[config.mk]
export PLATFORM = sky130hd
export DESIGN_NAME = addsub_hs_chunked
export DESIGN_NICKNAME = d
export VERILOG_FILES = /design/src/rtl/addsub_hs_chunked.sv
export SDC_FILE = /design/constraint.sdc
export NUM_CORES = 1
export LEC_CHECK = 0
export ABC_CLOCK_PERIOD_IN_PS = 4600
export CORE_ASPECT_RATIO = 0.5
export CORE_MARGIN = 4
export CORE_UTILIZATION = 50
export CTS_BUF_LIST = sky130_fd_sc_hd__clkbuf_4
export CTS_CLUSTER_DIAMETER = 100
export DETAILED_ROUTE_END_ITERATION = 10
export GPL_TIMING_DRIVEN = 0
export PLACE_DENSITY = 0.8
export RECOVER_POWER = 100
export SYNTH_ARGS = -nofsm -noshare
export SYNTH_HDL_FRONTEND = slang
export SYNTH_SLANG_ARGS = --single-unit
[constraint.sdc]
create_clock -name CLK -period 4.6 [get_ports CLK]
set_clock_uncertainty 0.15 [all_clocks]
set_input_delay 1.15 -clock CLK [delete_from_list [all_inputs] [get_ports CLK]]
set_output_delay 1.15 -clock CLK [all_outputs]
set_load 0.03 [all_outputs]
[src/rtl/addsub_hs_chunked.sv]
// Chunked ripple-carry add/subtract with a 4-phase REQ/ACK handshake.
// Subtraction yields sign-magnitude |A-B| plus a NEG flag.
module addsub_hs_chunked #(
    parameter int WIDTH = 24,
    parameter int CHUNK = 8
) (
    input  logic             CLK,
    input  logic             RSTN,
    input  logic             REQ,
    input  logic             OP,
    input  logic [WIDTH-1:0] A,
    input  logic [WIDTH-1:0] B,
    output logic [WIDTH-1:0] Z,
    output logic             COUT,
    output logic             NEG,
    output logic             ZERO,
    output logic             ACK,
    output logic             BUSY
);

    localparam int NCHUNK = WIDTH / CHUNK;
    localparam int CW     = (NCHUNK > 1) ? $clog2(NCHUNK) : 1;
    localparam int IW     = (WIDTH > 1) ? $clog2(WIDTH) : 1;
    localparam logic [CW-1:0] LAST_CNT = CW'(NCHUNK - 1);

    localparam logic [2:0] S_IDLE    = 3'd0;
    localparam logic [2:0] S_COMPUTE = 3'd1;
    localparam logic [2:0] S_NEGATE  = 3'd2;
    localparam logic [2:0] S_DONE    = 3'd3;
    localparam logic [2:0] S_END     = 3'd4;

    if ((WIDTH % CHUNK) != 0) begin : g_badChunk
        $error("addsub_hs_chunked: WIDTH must be a multiple of CHUNK");
    end

    logic [2:0]       r_state;
    logic [WIDTH-1:0] r_a;
    logic [WIDTH-1:0] r_b;
    logic             r_op;
    logic             r_carry;
    logic [CW-1:0]    r_cnt;
    logic [WIDTH-1:0] r_partial;
    logic [WIDTH-1:0] r_z;
    logic             r_cout;
    logic             r_neg;
    logic             r_zero;
    logic             r_ack;

    logic [IW-1:0]    w_base;
    logic [CHUNK-1:0] w_aChunk;
    logic [CHUNK-1:0] w_bChunk;
    logic [CHUNK:0]   w_sum;
    logic [WIDTH-1:0] w_partialNext;
    logic             w_last;

    // One chunk of the ripple adder; the partial result with this chunk merged
    // is needed so the final cycle can load Z without an extra register stage.
    always_comb begin
        w_base        = IW'(int'(r_cnt) * CHUNK);
        w_aChunk      = r_a[w_base +: CHUNK];
        w_bChunk      = r_b[w_base +: CHUNK];
        w_sum         = {1'b0, w_aChunk} + {1'b0, w_bChunk} + {{CHUNK{1'b0}}, r_carry};
        w_partialNext = r_partial;
        w_partialNext[w_base +: CHUNK] = w_sum[CHUNK-1:0];
        w_last        = (r_cnt == LAST_CNT);
    end

    always_ff @(posedge CLK) begin
        if (!RSTN) begin
            r_state   <= S_IDLE;
            r_a       <= '0;
            r_b       <= '0;
            r_op      <= 1'b0;
            r_carry   <= 1'b0;
            r_cnt     <= '0;
            r_partial <= '0;
            r_z       <= '0;
            r_cout    <= 1'b0;
            r_neg     <= 1'b0;
            r_zero    <= 1'b0;
            r_ack     <= 1'b0;
        end else begin
            case (r_state)
                S_IDLE: begin
                    if (REQ) begin
                        // Subtract as A + ~B + 1, the +1 entering as the initial carry.
                        r_a       <= A;
                        r_b       <= OP ? ~B : B;
                        r_op      <= OP;
                        r_carry   <= OP;
                        r_cnt     <= '0;
                        r_partial <= '0;
                        r_state   <= S_COMPUTE;
                    end
                end
                S_COMPUTE: begin
                    r_partial <= w_partialNext;
                    r_carry   <= w_sum[CHUNK];
                    if (w_last) begin
                        r_cnt <= '0;
                        if (r_op && !w_sum[CHUNK]) begin
                            r_state <= S_NEGATE;
                        end else begin
                            r_z     <= w_partialNext;
                            r_cout  <= ~r_op & w_sum[CHUNK];
                            r_neg   <= 1'b0;
                            r_zero  <= (w_partialNext == '0);
                            r_ack   <= 1'b1;
                            r_state <= S_DONE;
                        end
                    end else begin
                        r_cnt <= r_cnt + CW'(1);
                    end
                end
                S_NEGATE: begin
                    r_z     <= ~r_partial + WIDTH'(1);
                    r_cout  <= 1'b0;
                    r_neg   <= 1'b1;
                    r_zero  <= 1'b0;
                    r_ack   <= 1'b1;
                    r_state <= S_DONE;
                end
                S_DONE: begin
                    if (!REQ) begin
                        r_ack   <= 1'b0;
                        r_state <= S_END;
                    end
                end
                S_END: begin
                    r_state <= S_IDLE;
                end
                default: begin
                    r_state <= S_IDLE;
                end
            endcase
        end
    end

    assign Z    = r_z;
    assign COUT = r_cout;
    assign NEG  = r_neg;
    assign ZERO = r_zero;
    assign ACK  = r_ack;
    assign BUSY = (r_state != S_IDLE);

endmodule

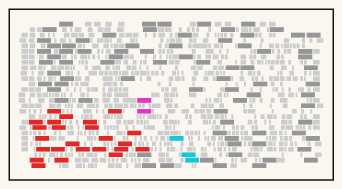
(images/flops_by_reg.png)
Scale: 2 px per µm. Other sequential cells in the stronger gray, the rest of the logic in the fainter gray.
legend:
  r_state:
    color: cyan
    placed_flops: 3
  r_a:
    color: red
    placed_flops: 24
    where: bottom left
  r_cnt:
    color: magenta
    placed_flops: 2
not colored: 78

==> results.cfg <==
; synthesis and place-and-route metrics
[die]
io_pins = 81
die_area_um2 = 13640
design.core.area_um2 = 11220
die_boundary_width_um = 161.2
dieHeight_um = 84.61
row_count = 27

[worst_setup_path]
path_delay_family = AND-OR/OR-AND gates
critical_path.reg2reg.startpoint = r_cnt[1]
worst_setup_path_end_kind = register
setup.reg_to_reg.worst_slack_ns = 0.25
critPathSlowestCell = fa_1
start_kind = register

[cells_and_area]
layout.cells.largest_class = multi-input combinational cells
number_of_clock_buffer_instances_in_the_layout = 9
n_all_inverters = 12
final-seq-area_um2 = 2142
multi_input_comb_cells = 566
fillerInstances = 1114

[logic_synthesis]
synth-cells-yosys = 748
ys_top_cells_by_area = dfxtp_1 36%, nand2_1 6.7%, a21oi_1 6.3%
ys_chip_area_um2 = 5869
edf_count = 0
postSynthNetCount = 814

[timing]
timing.final.crit_share = 0.9453
final.setup.tns_ns = 0
worstMarginPinSlew_ns = 1.070
setup_violating_endpoint_count_in_the_final_report = 0
slew-limit-headroom = 0.2850
timing_max_transition_violations_final = 0
number_of_hold_violations_in_the_final_report = 0
grt_setup_unrepaired = false

[clock_tree]
clk_root_buffer_cell = clkbuf_4
cts_inserted_buffers = 9
cts.path.max_buffers = 2
cts_resized = 0
clk_transition_reported_paths_ns = 0.17

[hold_path]
timing.hold.worst_endpoint = Z[1]
hold-path-cell-count = 2

[drt]
drt_pass1_iterations = 5
dr_wl_met3_um = 1640
route.top_layer_used = met4

[power]
finalPower_mw = 2.067
power_switching_uw = 738.7
internal-power_mw = 1.329
power.share.clock = 0.224

[grt]
grt_util_met2 = 0.4266
wire_length_of_the_first_global_routing_pass_um = 29050

[job]
warning_count = 29

[outcome]
run_status = finished clean
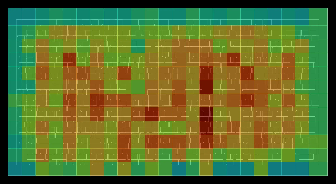
(images/congestion.png)
routing usage on met1: 0.3854
global-route usage over all layers: 0.2672

[cell usage in the layout, fill, tap and decap left out, drive strengths merged, types with 18 or more instances in the layout]
cell             n
a211oi          33
a21oi           74
clkbuf          62
clkdlybuf4s50   48
dfxtp          107
dlygate4sd3     30
nand2          105
nand3           18
nor2            77
nor3            18
o21ai           39
xnor2           33
[cell usage after synthesis, types with 4 or more instances]
master	n
a211oi_1	32
xnor2_1	33
nor3_1	16
clkbuf_1	46
nor2b_1	6
nor3b_1	4
and3_1	4
mux2i_1	17
buf_2	9
a21o_1	6
nor2_1	77
buf_1	5
a22oi_1	9
nor4_1	7
o21ai_0	37
ha_1	12
o211ai_1	4
a32oi_1	7
inv_1	11
dfxtp_1	107
nand2_1	105
o22ai_1	8
nand3_1	18
a31oi_1	12
a21oi_1	74
xor2_1	8
or3_1	4
[state kept, by name (all words and copies together) (netlist names)]
| signal | flops |
|---|---|
| r_b | 24 |
| r_partial | 24 |
| r_state | 3 |
| r_a | 24 |
| Z | 24 |
| NEG | 1 |
| ACK | 1 |
| ZERO | 1 |
| COUT | 1 |
| r_carry | 1 |
| r_op | 1 |
| r_cnt | 2 |
[metrics by stage]
stage          cell area [µm²]  std cells  hold WS (ns)
3_3_place_gp              6849        985        0.2886
3_5_place_dp              6849        985        0.2921
5_1_grt                   6974       1001        0.3235
4_1_cts                   6973       1001        0.3119
6_report                  6974       1001        0.3082
2_1_floorplan             5869        748        0.2857
[cells by family after synthesis]
family,Yosys count,share of synthesized area
flip-flops,107,0.3650
AND/OR/NAND/NOR,268,0.2117
AND-OR/OR-AND,224,0.2443
multiplexers,19,0.03283
buffers and inverters,75,0.05265
adder cells (fa/ha/maj),14,0.03240
XOR/XNOR,41,0.06118
